Clock wires, drivers and flops:
Drawn at 4 px/um.
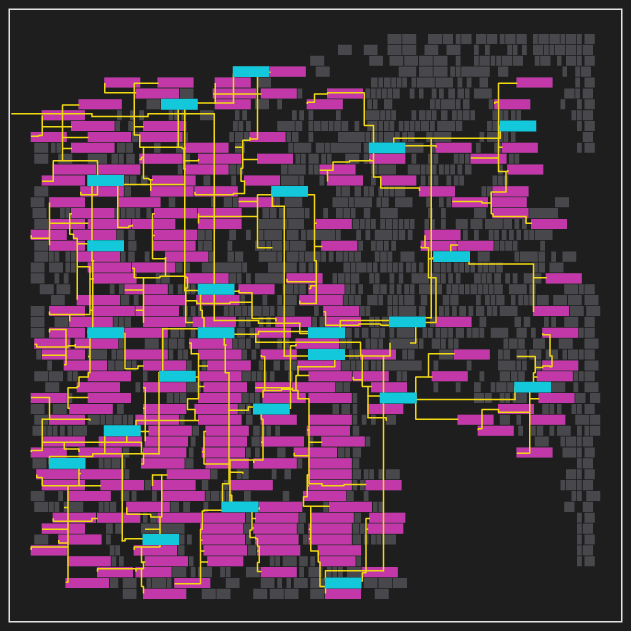
Clock nets:
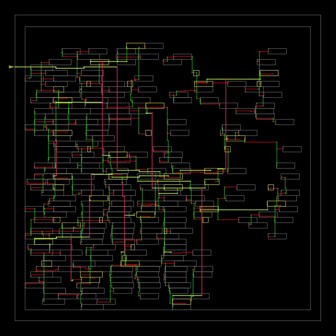
===== src/rtl/inst_loader_if.sv =====
// Instruction stream handshake (word, valid, ready) between the host side and inst_loader.
`timescale 1ns/1ps
interface inst_loader_if #(
    parameter int DataWidth = 32
) ();
    logic [DataWidth-1:0] inst_data;
    logic                 inst_valid;
    logic                 inst_ready;

    modport master (output inst_data, output inst_valid, input  inst_ready);
    modport slave  (input  inst_data, input  inst_valid, output inst_ready);
endinterface


===== src/rtl/inst_loader.sv =====
// Streams instruction words through a small FIFO into the instruction memory write port.
// Define INST_LOADER_CHECKSUM_EN to get an XOR checksum of written words on checksum_o.
`timescale 1ns/1ps
module inst_loader #(
    parameter int RegAddrWidth     = 32,
    parameter int InstMemDepth     = 128,
    parameter int FifoDepth        = 4,
    parameter int InstMemAddrWidth = $clog2(InstMemDepth)
) (
    input  logic                        clk_i,
    input  logic                        rst_ni,
    input  logic                        clr_i,
    input  logic                        start_i,
    input  logic [InstMemAddrWidth-1:0] base_addr_i,
    input  logic [InstMemAddrWidth:0]   num_words_i,
    input  logic                        pause_i,
    inst_loader_if.slave                inst_if,
    output logic [RegAddrWidth-1:0]     inst_wr_addr_o,
    output logic [RegAddrWidth-1:0]     inst_wr_data_o,
    output logic                        inst_wr_en_o,
    output logic                        busy_o,
    output logic                        done_o,
    output logic                        error_o,
    output logic [InstMemAddrWidth:0]   wr_count_o,
    output logic [RegAddrWidth-1:0]     checksum_o
);
    localparam int PtrWidth = $clog2(FifoDepth);
    localparam int CntWidth = InstMemAddrWidth + 1;
    localparam logic [CntWidth-1:0]           CntOne     = CntWidth'(1);
    localparam logic [PtrWidth:0]             PtrOne     = (PtrWidth + 1)'(1);
    localparam logic [InstMemAddrWidth+1:0]   DepthLimit = (InstMemAddrWidth + 2)'(InstMemDepth);

    typedef enum logic [1:0] {IDLE, LOAD, DRAIN, DONE} state_t;

    state_t                      state_reg;
    logic [InstMemAddrWidth-1:0] base_reg;
    logic [CntWidth-1:0]         num_reg;
    logic [CntWidth-1:0]         accept_cnt_reg;
    logic [CntWidth-1:0]         wr_count_reg;
    logic [PtrWidth:0]           wr_ptr_reg;
    logic [PtrWidth:0]           rd_ptr_reg;
    logic [RegAddrWidth-1:0]     wr_addr_reg;
    logic [RegAddrWidth-1:0]     wr_data_reg;
    logic                        wr_en_reg;
    logic                        busy_reg;
    logic                        done_reg;
    logic                        error_reg;

    logic [InstMemAddrWidth+1:0] bound_sum;
    logic                        bound_err;
    logic                        fifo_full;
    logic                        fifo_empty;
    logic                        ready_int;
    logic                        push;
    logic                        pop;
    logic [RegAddrWidth-1:0]     fifo_rd_word [FifoDepth];

    // Bound check is done one bit wider than the count so base + num cannot wrap.
    assign bound_sum = {2'b00, base_addr_i} + {1'b0, num_words_i};
    assign bound_err = bound_sum > DepthLimit;

    assign fifo_empty = (wr_ptr_reg == rd_ptr_reg);
    assign fifo_full  = (wr_ptr_reg[PtrWidth] != rd_ptr_reg[PtrWidth]) &&
                        (wr_ptr_reg[PtrWidth-1:0] == rd_ptr_reg[PtrWidth-1:0]);

    assign ready_int = (state_reg == LOAD) && !fifo_full && (accept_cnt_reg < num_reg);
    assign push      = inst_if.inst_valid && ready_int;
    assign pop       = ((state_reg == LOAD) || (state_reg == DRAIN)) && !fifo_empty && !pause_i;

    genvar gi;
    generate
        for (gi = 0; gi < FifoDepth; gi++) begin : g_slot
            logic [RegAddrWidth-1:0] slot_reg;
            always_ff @(posedge clk_i) begin
                if (push && (wr_ptr_reg[PtrWidth-1:0] == PtrWidth'(gi))) begin
                    slot_reg <= inst_if.inst_data;
                end
            end
            assign fifo_rd_word[gi] = slot_reg;
        end
    endgenerate

    always_ff @(posedge clk_i or negedge rst_ni) begin
        if (!rst_ni) begin
            state_reg      <= IDLE;
            base_reg       <= '0;
            num_reg        <= '0;
            accept_cnt_reg <= '0;
            wr_count_reg   <= '0;
            wr_ptr_reg     <= '0;
            rd_ptr_reg     <= '0;
            wr_addr_reg    <= '0;
            wr_data_reg    <= '0;
            wr_en_reg      <= 1'b0;
            busy_reg       <= 1'b0;
            done_reg       <= 1'b0;
            error_reg      <= 1'b0;
        end else if (clr_i) begin
            state_reg      <= IDLE;
            accept_cnt_reg <= '0;
            wr_count_reg   <= '0;
            wr_ptr_reg     <= '0;
            rd_ptr_reg     <= '0;
            wr_en_reg      <= 1'b0;
            busy_reg       <= 1'b0;
            done_reg       <= 1'b0;
            error_reg      <= 1'b0;
        end else begin
            wr_en_reg <= 1'b0;
            done_reg  <= 1'b0;
            error_reg <= 1'b0;
            // busy trails the state by one cycle so it stays up through the done pulse.
            busy_reg  <= (state_reg != IDLE);

            if (push) begin
                wr_ptr_reg     <= wr_ptr_reg + PtrOne;
                accept_cnt_reg <= accept_cnt_reg + CntOne;
            end
            if (pop) begin
                rd_ptr_reg   <= rd_ptr_reg + PtrOne;
                wr_en_reg    <= 1'b1;
                wr_addr_reg  <= RegAddrWidth'({1'b0, base_reg} + wr_count_reg);
                wr_data_reg  <= fifo_rd_word[rd_ptr_reg[PtrWidth-1:0]];
                wr_count_reg <= wr_count_reg + CntOne;
            end

            case (state_reg)
                IDLE: begin
                    if (start_i) begin
                        if (bound_err) begin
                            error_reg <= 1'b1;
                        end else if (num_words_i == '0) begin
                            busy_reg  <= 1'b1;
                            state_reg <= DONE;
                        end else begin
                            base_reg       <= base_addr_i;
                            num_reg        <= num_words_i;
                            accept_cnt_reg <= '0;
                            wr_count_reg   <= '0;
                            busy_reg       <= 1'b1;
                            state_reg      <= LOAD;
                        end
                    end
                end
                LOAD: begin
                    if (push && ((accept_cnt_reg + CntOne) == num_reg)) state_reg <= DRAIN;
                end
                DRAIN: begin
                    if (pop && ((wr_count_reg + CntOne) == num_reg)) state_reg <= DONE;
                end
                DONE: begin
                    done_reg  <= 1'b1;
                    state_reg <= IDLE;
                end
                default: state_reg <= IDLE;
            endcase
        end
    end

`ifdef INST_LOADER_CHECKSUM_EN
    logic                    start_ok;
    logic [RegAddrWidth-1:0] checksum_reg;

    assign start_ok = (state_reg == IDLE) && start_i && !bound_err && (num_words_i != '0);

    always_ff @(posedge clk_i or negedge rst_ni) begin
        if (!rst_ni) begin
            checksum_reg <= '0;
        end else if (clr_i || start_ok) begin
            checksum_reg <= '0;
        end else if (wr_en_reg) begin
            checksum_reg <= checksum_reg ^ wr_data_reg;
        end
    end

    assign checksum_o = checksum_reg;
`else
    assign checksum_o = '0;
`endif

    assign inst_if.inst_ready = ready_int;
    assign inst_wr_addr_o     = wr_addr_reg;
    assign inst_wr_data_o     = wr_data_reg;
    assign inst_wr_en_o       = wr_en_reg;
    assign busy_o             = busy_reg;
    assign done_o             = done_reg;
    assign error_o            = error_reg;
    assign wr_count_o         = wr_count_reg;
endmodule


===== src/flat_wrapper.sv =====
// flat-port wrapper written by rule: the top's interface ports become plain ports
module inst_loader_flat 
#(
    parameter int RegAddrWidth     = 32,
    parameter int InstMemDepth     = 128,
    parameter int FifoDepth        = 4,
    parameter int InstMemAddrWidth = $clog2(InstMemDepth)
)
  (clk_i, rst_ni, clr_i, start_i, base_addr_i, num_words_i, pause_i, inst_wr_addr_o, inst_wr_data_o, inst_wr_en_o, busy_o, done_o, error_o, wr_count_o, checksum_o, inst_if_inst_data, inst_if_inst_valid, inst_if_inst_ready);
  inst_loader_if #(.DataWidth((32))) inst_if_i ();
  input  logic clk_i;
  input  logic rst_ni;
  input  logic clr_i;
  input  logic start_i;
  input  logic [InstMemAddrWidth-1:0] base_addr_i;
  input  logic [InstMemAddrWidth:0] num_words_i;
  input  logic pause_i;
  output logic [RegAddrWidth-1:0] inst_wr_addr_o;
  output logic [RegAddrWidth-1:0] inst_wr_data_o;
  output logic inst_wr_en_o;
  output logic busy_o;
  output logic done_o;
  output logic error_o;
  output logic [InstMemAddrWidth:0] wr_count_o;
  output logic [RegAddrWidth-1:0] checksum_o;
  input wire logic [$bits(inst_if_i.inst_data)-1:0] inst_if_inst_data;
  input wire logic [$bits(inst_if_i.inst_valid)-1:0] inst_if_inst_valid;
  output wire logic [$bits(inst_if_i.inst_ready)-1:0] inst_if_inst_ready;
  assign inst_if_i.inst_data = inst_if_inst_data;
  assign inst_if_i.inst_valid = inst_if_inst_valid;
  assign inst_if_inst_ready = inst_if_i.inst_ready;
  inst_loader #(.RegAddrWidth(RegAddrWidth), .InstMemDepth(InstMemDepth), .FifoDepth(FifoDepth), .InstMemAddrWidth(InstMemAddrWidth)) u_core (.clk_i(clk_i), .rst_ni(rst_ni), .clr_i(clr_i), .start_i(start_i), .base_addr_i(base_addr_i), .num_words_i(num_words_i), .pause_i(pause_i), .inst_if(inst_if_i), .inst_wr_addr_o(inst_wr_addr_o), .inst_wr_data_o(inst_wr_data_o), .inst_wr_en_o(inst_wr_en_o), .busy_o(busy_o), .done_o(done_o), .error_o(error_o), .wr_count_o(wr_count_o), .checksum_o(checksum_o));
endmodule

===== config.mk =====
export PLATFORM = sky130hd
export DESIGN_NAME = inst_loader_flat
export DESIGN_NICKNAME = d
export VERILOG_FILES = /design/src/rtl/inst_loader_if.sv /design/src/rtl/inst_loader.sv /design/src/flat_wrapper.sv
export SDC_FILE = /design/constraint.sdc
export NUM_CORES = 1
export LEC_CHECK = 0
export ABC_AREA = 1
export ABC_CLOCK_PERIOD_IN_PS = 3310
export CORE_MARGIN = 5
export CORE_UTILIZATION = 49
export CTS_CLUSTER_DIAMETER = 200
export DETAILED_ROUTE_END_ITERATION = 12
export GPL_TIMING_DRIVEN = 0
export PLACE_DENSITY = 0.77
export SLEW_MARGIN = 20
export SYNTH_ARGS = -nofsm -noshare
export SYNTH_HDL_FRONTEND = slang
export SYNTH_SLANG_ARGS = --single-unit

===== constraint.sdc =====
create_clock -name clk_i -period 3.31 [get_ports clk_i]
set_clock_uncertainty 0.15 [all_clocks]
set_input_delay 0.331 -clock clk_i [delete_from_list [all_inputs] [get_ports clk_i]]
set_output_delay 0.331 -clock clk_i [all_outputs]
set_load 0.02 [all_outputs]

==> reports/metrics.cfg <==
[floorplan]
nWellTaps = 270

[finish]
n_all_buffers = 199
sh_comb_area = 0.2743
fin_area_um2 = 12480
fin_nets = 1298

[worst_setup_path]
cp-end-kind = flop
critical_path.startpoint_type = flop
worstSetupStartpoint = u_core.num_reg[7]

[synth]
topCombFamilyByArea = simple AND/OR/NAND/NOR gates
ys_warn_count = 0
synth_cells = 1020
postSynthSeqShare = 0.5953
ys_sh_mux = 0
fa_ha_area_frac = 0.04535

[sta]
fin_tns_setup_ps = 0
hold_violations = 0
setup_violations = 0
worstMarginPinSlew_ps = 627.7

[clocking]
cts_buffers = 23
htreeDepth = 1

[route]
drt-total-wl_um = 23560
drtAntennaViolNets = 0

[pwr]
vdd_drop_max_uv = 523.8
p_leak_nw = 5.520

[global_routing]
grt_pass1_wl_um = 38300
grt_usage = 0.1992

[outcome]
status = finished, final reports clean

[worst_hold_path]
worstHoldPathType = in2reg

Back to the opening pictures, 'clock wires, drivers and flops':
[yellow] clock wires | length: 2,470 um
[cyan] clock-net drivers | count: 23
[magenta] flip-flops | count: 212
flops lie	spread over the die
routed clock nets	24

Back to the opening pictures, 'clock nets':
clock buffers: 29
clock group power: 2.50 mW
clk sinks: 212
Latency at later pin: 520 ps

worst min-delay path by stage:
stage                                     end                      start  slack [ps]
floorplan            u_core.accept_cnt_reg[0]                     rst_ni        -110
global route                    u_core.done_o                      clr_i         100
finish                          u_core.done_o                      clr_i          60
global placement    u_core.inst_wr_data_o[24]  u_core.inst_wr_data_o[24]         300
detailed placement   u_core.inst_wr_addr_o[5]                     rst_ni         160
CTS                             u_core.done_o                      clr_i          50
what timing repair did:
item,CTS,global route
setup buffers,0,0
resized,0,0
hold buffers,1,0
hold endpoints to repair,31,0
power breakdown:
group	total (mW)	internal (mW)	switching, mW
combinational	2.18	0.897	1.28
sequential	3.50	3.22	0.280
clock	2.50	1.44	1.06
synth_stat cells, drive strengths merged:
cell    number  area, um2
o22ai       37      231.5
o21a         3      22.52
buf         61      447.9
nor3         3      20.02
a41oi        1      8.760
inv         78      292.8
xor2         5      43.79
edfxtp     128       3844
nand2      275       1040
o21ai       91      455.4
nand3       36      190.2
a21oi       19      95.09
nor2       106      397.9
clkinv       2      8.750
a211oi       2      15.01
or2          2      12.51
clkbuf      27      101.4
dfrtp       84       2102
o31ai        2      15.01
a21boi       1      18.77
o211ai       2      15.01
fa           2      40.04
nand4        9      71.32
o21bai       4      30.03
conb         1      3.750
xnor2        6      52.55
ha          33      412.9
critical path: stages (launching register included):
cell and delay, ps:
dfrtp_1 430, inv_1 110, ha_1 300, a21oi_1 140, o21a_1 140, nand2_1 70
nor3_2 170, inv_1 150, clkbuf_1 310, nor2_4 570, buf_16 240
routing by layer:
layer	part of all wire	vias to the layer above	track usage
li1	-	3686	-
met1	0.39	3578	0.2425
met2	0.50	290	0.3458
met3	0.084	48	0.04913
met4	0.027	0	0.07128
met5	0	-	0
Power and IR drop assume default switching activity.
